==> images/met2.png <==
Scale: 8 px per um.
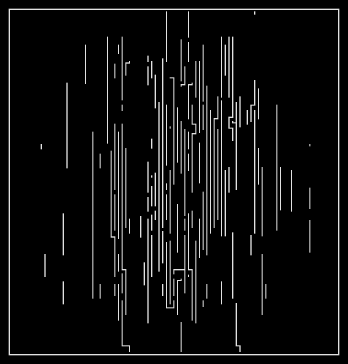
==> images/registers.png <==
Scale: 8 px per um. Other sequential cells in the stronger gray, the rest of the logic in the fainter gray.
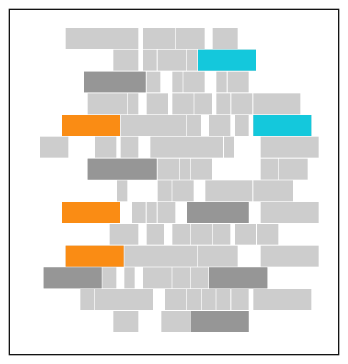
==> images/final_congestion.png <==
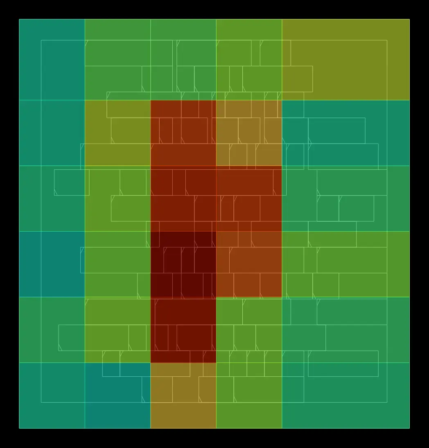
==> images/drive_strength.png <==
Scale: 12 px per um.
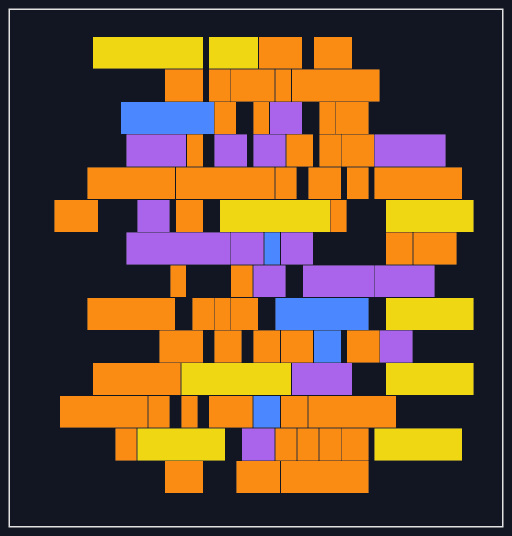
==> images/zoom.png <==
Window x 8 to 33, y 9 to 34 um. Cells in gray, sequential cells in the stronger gray; small squares are vias.
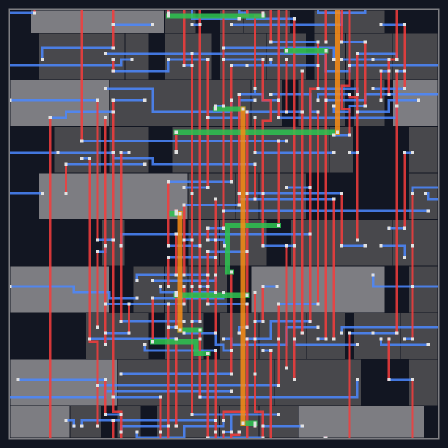
--- src/rtl/conv_encoder_214.sv ---
// Rate-1/2, K=4 convolutional encoder with 3-bit zero tail per frame and a single output register.
// Define CONV_ENC_STATE_OUT_EN to expose the post-symbol trellis state on out_state.
module conv_encoder_214 #(
    parameter logic [3:0] G0 = 4'b1111,
    parameter logic [3:0] G1 = 4'b1101
) (
    input  logic       clk,
    input  logic       rst_n,
    input  logic       in_valid,
    output logic       in_ready,
    input  logic       in_bit,
    input  logic       in_last,
    output logic       out_valid,
    input  logic       out_ready,
    output logic [1:0] out_sym,
`ifdef CONV_ENC_STATE_OUT_EN
    output logic [2:0] out_state,
`endif
    output logic       out_last
);

    typedef enum logic [1:0] {StIdle, StData, StTail} state_e;

    state_e     state_q, state_d;
    logic [2:0] sr_q, sr_d;
    logic [1:0] tcnt_q, tcnt_d;
    logic       out_valid_q, out_valid_d;
    logic [1:0] out_sym_q, out_sym_d;
    logic       out_last_q, out_last_d;
    logic [2:0] out_state_q, out_state_d;

    logic       slot_free;
    logic       in_xfer;
    logic       tail_load;
    logic       u;
    logic [3:0] vec;
    logic [2:0] sr_next;
    logic [1:0] sym;

    assign slot_free = !out_valid_q || out_ready;
    assign in_ready  = rst_n && slot_free && (state_q != StTail);
    assign in_xfer   = in_valid && in_ready;
    assign tail_load = (state_q == StTail) && slot_free;

    // Tail slots always shift in a zero to drive the trellis back to state 000.
    assign u       = tail_load ? 1'b0 : in_bit;
    assign vec     = {u, sr_q};
    assign sym     = {^(vec & G0), ^(vec & G1)};
    assign sr_next = {u, sr_q[2:1]};

    always_comb begin
        state_d     = state_q;
        sr_d        = sr_q;
        tcnt_d      = tcnt_q;
        out_valid_d = out_valid_q;
        out_sym_d   = out_sym_q;
        out_last_d  = out_last_q;
        out_state_d = out_state_q;

        if (in_xfer || tail_load) begin
            sr_d        = sr_next;
            out_sym_d   = sym;
            out_state_d = sr_next;
            out_valid_d = 1'b1;
            out_last_d  = 1'b0;
        end else if (out_ready) begin
            out_valid_d = 1'b0;
            out_last_d  = 1'b0;
        end

        case (state_q)
            StIdle, StData: begin
                if (in_xfer) begin
                    state_d = in_last ? StTail : StData;
                    tcnt_d  = 2'd0;
                end
            end
            StTail: begin
                if (tail_load) begin
                    if (tcnt_q == 2'd2) begin
                        state_d    = StIdle;
                        tcnt_d     = 2'd0;
                        out_last_d = 1'b1;
                    end else begin
                        tcnt_d = tcnt_q + 2'd1;
                    end
                end
            end
            default: begin
                state_d = StIdle;
                tcnt_d  = 2'd0;
            end
        endcase
    end

    always_ff @(posedge clk) begin
        if (!rst_n) begin
            state_q     <= StIdle;
            sr_q        <= 3'b000;
            tcnt_q      <= 2'd0;
            out_valid_q <= 1'b0;
            out_sym_q   <= 2'b00;
            out_last_q  <= 1'b0;
            out_state_q <= 3'b000;
        end else begin
            state_q     <= state_d;
            sr_q        <= sr_d;
            tcnt_q      <= tcnt_d;
            out_valid_q <= out_valid_d;
            out_sym_q   <= out_sym_d;
            out_last_q  <= out_last_d;
            out_state_q <= out_state_d;
        end
    end

    assign out_valid = out_valid_q;
    assign out_sym   = out_sym_q;
    assign out_last  = out_last_q;
`ifdef CONV_ENC_STATE_OUT_EN
    assign out_state = out_state_q;
`else
    logic unused_state;
    assign unused_state = ^out_state_q;
`endif

endmodule

--- config.mk ---
export PLATFORM = sky130hd
export DESIGN_NAME = conv_encoder_214
export DESIGN_NICKNAME = d
export VERILOG_FILES = /design/src/rtl/conv_encoder_214.sv
export SDC_FILE = /design/constraint.sdc
export NUM_CORES = 1
export LEC_CHECK = 0
export CORE_AREA = 2 2 39 41
export CTS_BUF_LIST = sky130_fd_sc_hd__clkbuf_16
export CTS_CLUSTER_SIZE = 8
export DETAILED_ROUTE_END_ITERATION = 10
export DIE_AREA = 0 0 41 43
export PLACE_DENSITY = 0.74
export SYNTH_ARGS = -nofsm -noshare
export SYNTH_HDL_FRONTEND = slang
export SYNTH_SLANG_ARGS = --single-unit
--- constraint.sdc ---
create_clock -name clk -period 1.3 [get_ports clk]
set_input_delay 0.13 -clock clk [delete_from_list [all_inputs] [get_ports clk]]
set_output_delay 0.13 -clock clk [all_outputs]
set_load 0.05 [all_outputs]
==> notes.md <==
Physical design

The required time at the endpoint of the critical path stands at 1.17 ns. For the worst reg-to-reg path, the startpoint reported by OpenROAD is out_valid$_SDFFE_PN0P_. The overall die size recorded for this design is 0.00176 mm2.

The share of synthesized registers carrying an async set or reset stands at 0%. Global routing consumed, on the met1 layer, 22.6% of the routing resources. The final report gives the core utilization as 64.1%.

The timing report gives the clock slew at the launch and capture registers of the worst setup and hold paths as 0.04 ns. The height of the die stands at 43 um. Per the OpenROAD floorplan log, the width of the die is 41 um. The post-detailed-route DRC marker count stands at 0. Of the combinational cells, the family taking the most area is simple AND/OR/NAND/NOR gates. The net count of the mapped netlist stands at 64. The initialized floorplan defines 14 standard-cell rows.

Setup slack on the worst path after placement came out at -0.196 ns. The maximum clock rate stands at 804 MHz. The number of violations of the max-capacitance limit stands at 0.

The worst setup path is launched from a flip-flop. Ranked by total cell area, the synthesized netlist is headed by dfxtp_1 42%, a21oi_1 6.6%, xnor3_1 4.3%. The most common logic cells in the final layout are 9 x buf_4, 8 x dfxtp_1, 7 x a21oi_1. Before placement the cells fill 38.2% of the core. The tally of buffers added on design ports stands at 10.

The area added between synthesis and finish stands at 68.0%. The total power density per cell area stands at 1350 mW/mm2. Counting cells, the worst reg-to-reg path comes to 4. The maximum clock skew at final layout stands at 0.00420 ns.

TritonCTS reports the number of clock sinks as 11. The region available for standard cell placement spans 0.00138 mm2. The post-synthesis area per instance stands at 9.10 um2. The worst hold path belongs to the class flip-flop to flip-flop. The DRC marker count from the first detailed-route iteration stands at 20.

Switching power as a fraction of the total was reported as 25.1%. Per the synth stats, the flop cell with the highest instance count is dfxtp_1. The cell leakage power stands at 0.000356 uW.

The top-level I/O count stands at 11. The final timing report counts setup violations totalling 0. The clock insertion delay at the later pin of the skew report stands at 0.24 ns.

OpenSTA lists the critical path startpoint as state_q[1]$_SDFFE_PN0P_. The maximum single-stage delay on the critical path stands at 0.36 ns. The clock network fraction of total power stands at 46.9%. In this run the top signal layer used is met4. Per report_power, the combinational group accounts for 21.3% of the total.

Internal power comes to 897 uW. Setup repair after global routing left no endpoint under its margin. Entering global routing, the biggest net connects 9 pins. The power consumption stands at 1200 uW. Setup slack closes at 0.0567 ns. Synthesis produced 58 cells. The synthesized design spends more area on one cell type than any other, namely dfxtp_1. The signal on the critical path passes through nor2b_4 -> nor3_4 -> buf_12.

After synthesis, flip-flops and latches occupy 41.7% of the total area. The detailed-route vias per instance stands at 5.47. The placement summary gives the final routability congestion estimate as 0.740. The run finished with clean final reports. The number of detailed-route iterations in the first pass stands at 4.

Per the synthesis report, the single largest cell type by area occupies 41.7% of cell area. The post-DP HPWL stands at 924 um. The gate-level netlist out of Yosys references 27 unique cell types. The xor/xnor cell area share of the yosys netlist stands at 5.92%. No sink is reached through more buffers than the 2 on the longest clock path. The timing report shows that the slowest cell on the worst path is dfxtp_4. The count of vias placed by the detailed router stands at 531. The number of antenna cells inserted stands at 0.

The total met3 wirelength after detailed routing stands at 57 um. The share of synthesized area spent on multiplexers stands at 3.79%. The biggest fanout along the worst timing path stands at 5. The final critical path takes up 95.6% of the cycle.

The net switching power stands at 300 uW. After global routing the overflow that remains totals 0. OpenSTA lists the critical path endpoint as in_ready. The cell area after placement stands at 774 um2.

STA classifies the critical path endpoint as an output pin. The count of library flops with an enable pin stands at 0. TritonCTS built the clock tree. Looking at the max-slew report, the worst-margin pin has a slew of 0.348 ns. The synthesized netlist was found by Yosys to have 58 cells. Of the total synthesized cell area, the portion taken by AND-OR and OR-AND cells is 18.0%.

The area share of and/or/nand/nor cells after synthesis stands at 27.7%. Looking at the clock tree report, the root buffer type is clkbuf_16. The worst pin sits at a relative slew slack of 76.6%.

The post-cts hold buffer count stands at 0. Synthesis inferred 11 register bits. Before any placement, the netlist area is recorded as 528 um2. The number of max-slew violations in the final report stands at 0. Among logic cells in the layout, the one with the most instances is buf_4. Per the timing report, the most critical flop-to-flop path finishes at state_q[1]$_SDFFE_PN0P_. The antenna violation net count after detailed routing stands at 0. The share of total power in sequential cells stands at 31.8%.

The fraction of the mapped netlist area in adder cells stands at 0%.
Back to the opening pictures, met2.png:
share of all routed wire: 51%
nets with wire on the layer: 74

Back to the opening pictures, registers.png:
| signal | color | flops |
|---|---|---|
| sr_q | orange | 3 |
| tcnt_q | cyan | 2 |

Back to the opening pictures, final_congestion.png:
met3 track demand over resource: 6.81%
routing layer with the top usage in global route: met2
M2 GR Usage: 31.3%
total global routing track utilization: 20.5%
final routed wire length divided by cell count: 14.7 um

Back to the opening pictures, drive_strength.png:
| size | color | cells | share |
|---|---|---|---|
| drive 3 to 4 | purple | 15 | 19% |
| drive 6 and up | yellow | 9 | 11% |
| drive 2 | blue | 5 | 6.2% |
| drive 1 or less | orange | 52 | 64% |

Back to the opening pictures, zoom.png:
| layer | color |
|---|---|
| met2 | red |
| met4 | orange |
| met1 | blue |
| met3 | green |
cells with their middle in the window: 47
netlist names of flops here include: sr_q (3)
sequential cells in the window: 6
most frequent: buf_4 (7), dfxtp_1 (4)

## per-stage QoR
step | setup TNS, ns | instances | hold WS (ns)
finish | 0 | 97 | 0.499
global route | 0 | 97 | 0.514
CTS | 0 | 97 | 0.495
detailed placement | -1.11 | 92 | 0.483
global placement | -0.746 | 92 | 0.479
floorplan | 0 | 58 | 0.248
## state kept, by name, summed over array words and instances, names as in the netlist
name and count:
out_valid 1, state_q 2, tcnt_q 2, out_sym 2, out_last 1, sr_q 3
## layout make-up
| cell class | instances | area, um2 |
|---|---|---|
| fillers | 111 | 497 |
| multi-input cells | 45 | 329 |
| repair buffers | 20 | 229 |
| flip-flops and latches | 11 | 226 |
| clock buffers | 3 | 75.1 |
| well taps | 16 | 20.0 |
| clock inverters | 1 | 3.75 |
| inverters | 1 | 3.75 |
## kinds of logic after synthesis
logic type	after synthesis
mux	2
buf+inv	2
compound gates	15
xor+xnor	2
flops	11
simple gates	26
## critical path: cells and delay by family, from the launching register on
kind | cells | cell delay [ns]
AND/OR/NAND/NOR | 2 | 0.35
buffers and inverters | 1 | 0.16
flip-flops | 1 | 0.36
## power groups by stage
stage          clock [uW]  sequential [uW]  combinational [uW]
6_report              561              381                 255
5_1_grt               583              383                 272
4_1_cts               567              378                 249
3_5_place_dp            0              383                 239
3_3_place_gp            0              383                 233
2_1_floorplan           0              407                 101
## synthesized netlist by cell type (2+ instances only)
cell type / instances
a21oi_1: 7
and2_1: 2
dfxtp_1: 11
mux2i_1: 2
nand2_1: 4
nand2b_1: 3
nand3_1: 2
nor2_1: 4
nor2b_1: 2
nor3b_1: 2
o21ai_0: 3
## what timing repair did
item / CTS / global route
gates resized: 6 / 4
setup endpoints to repair: 5 / 6
setup buffers: 2 / 0
hold endpoints to repair: 0 / 0
pin swaps: 1 / 1
No activity file was given, so power comes from the tool's default toggle rates.
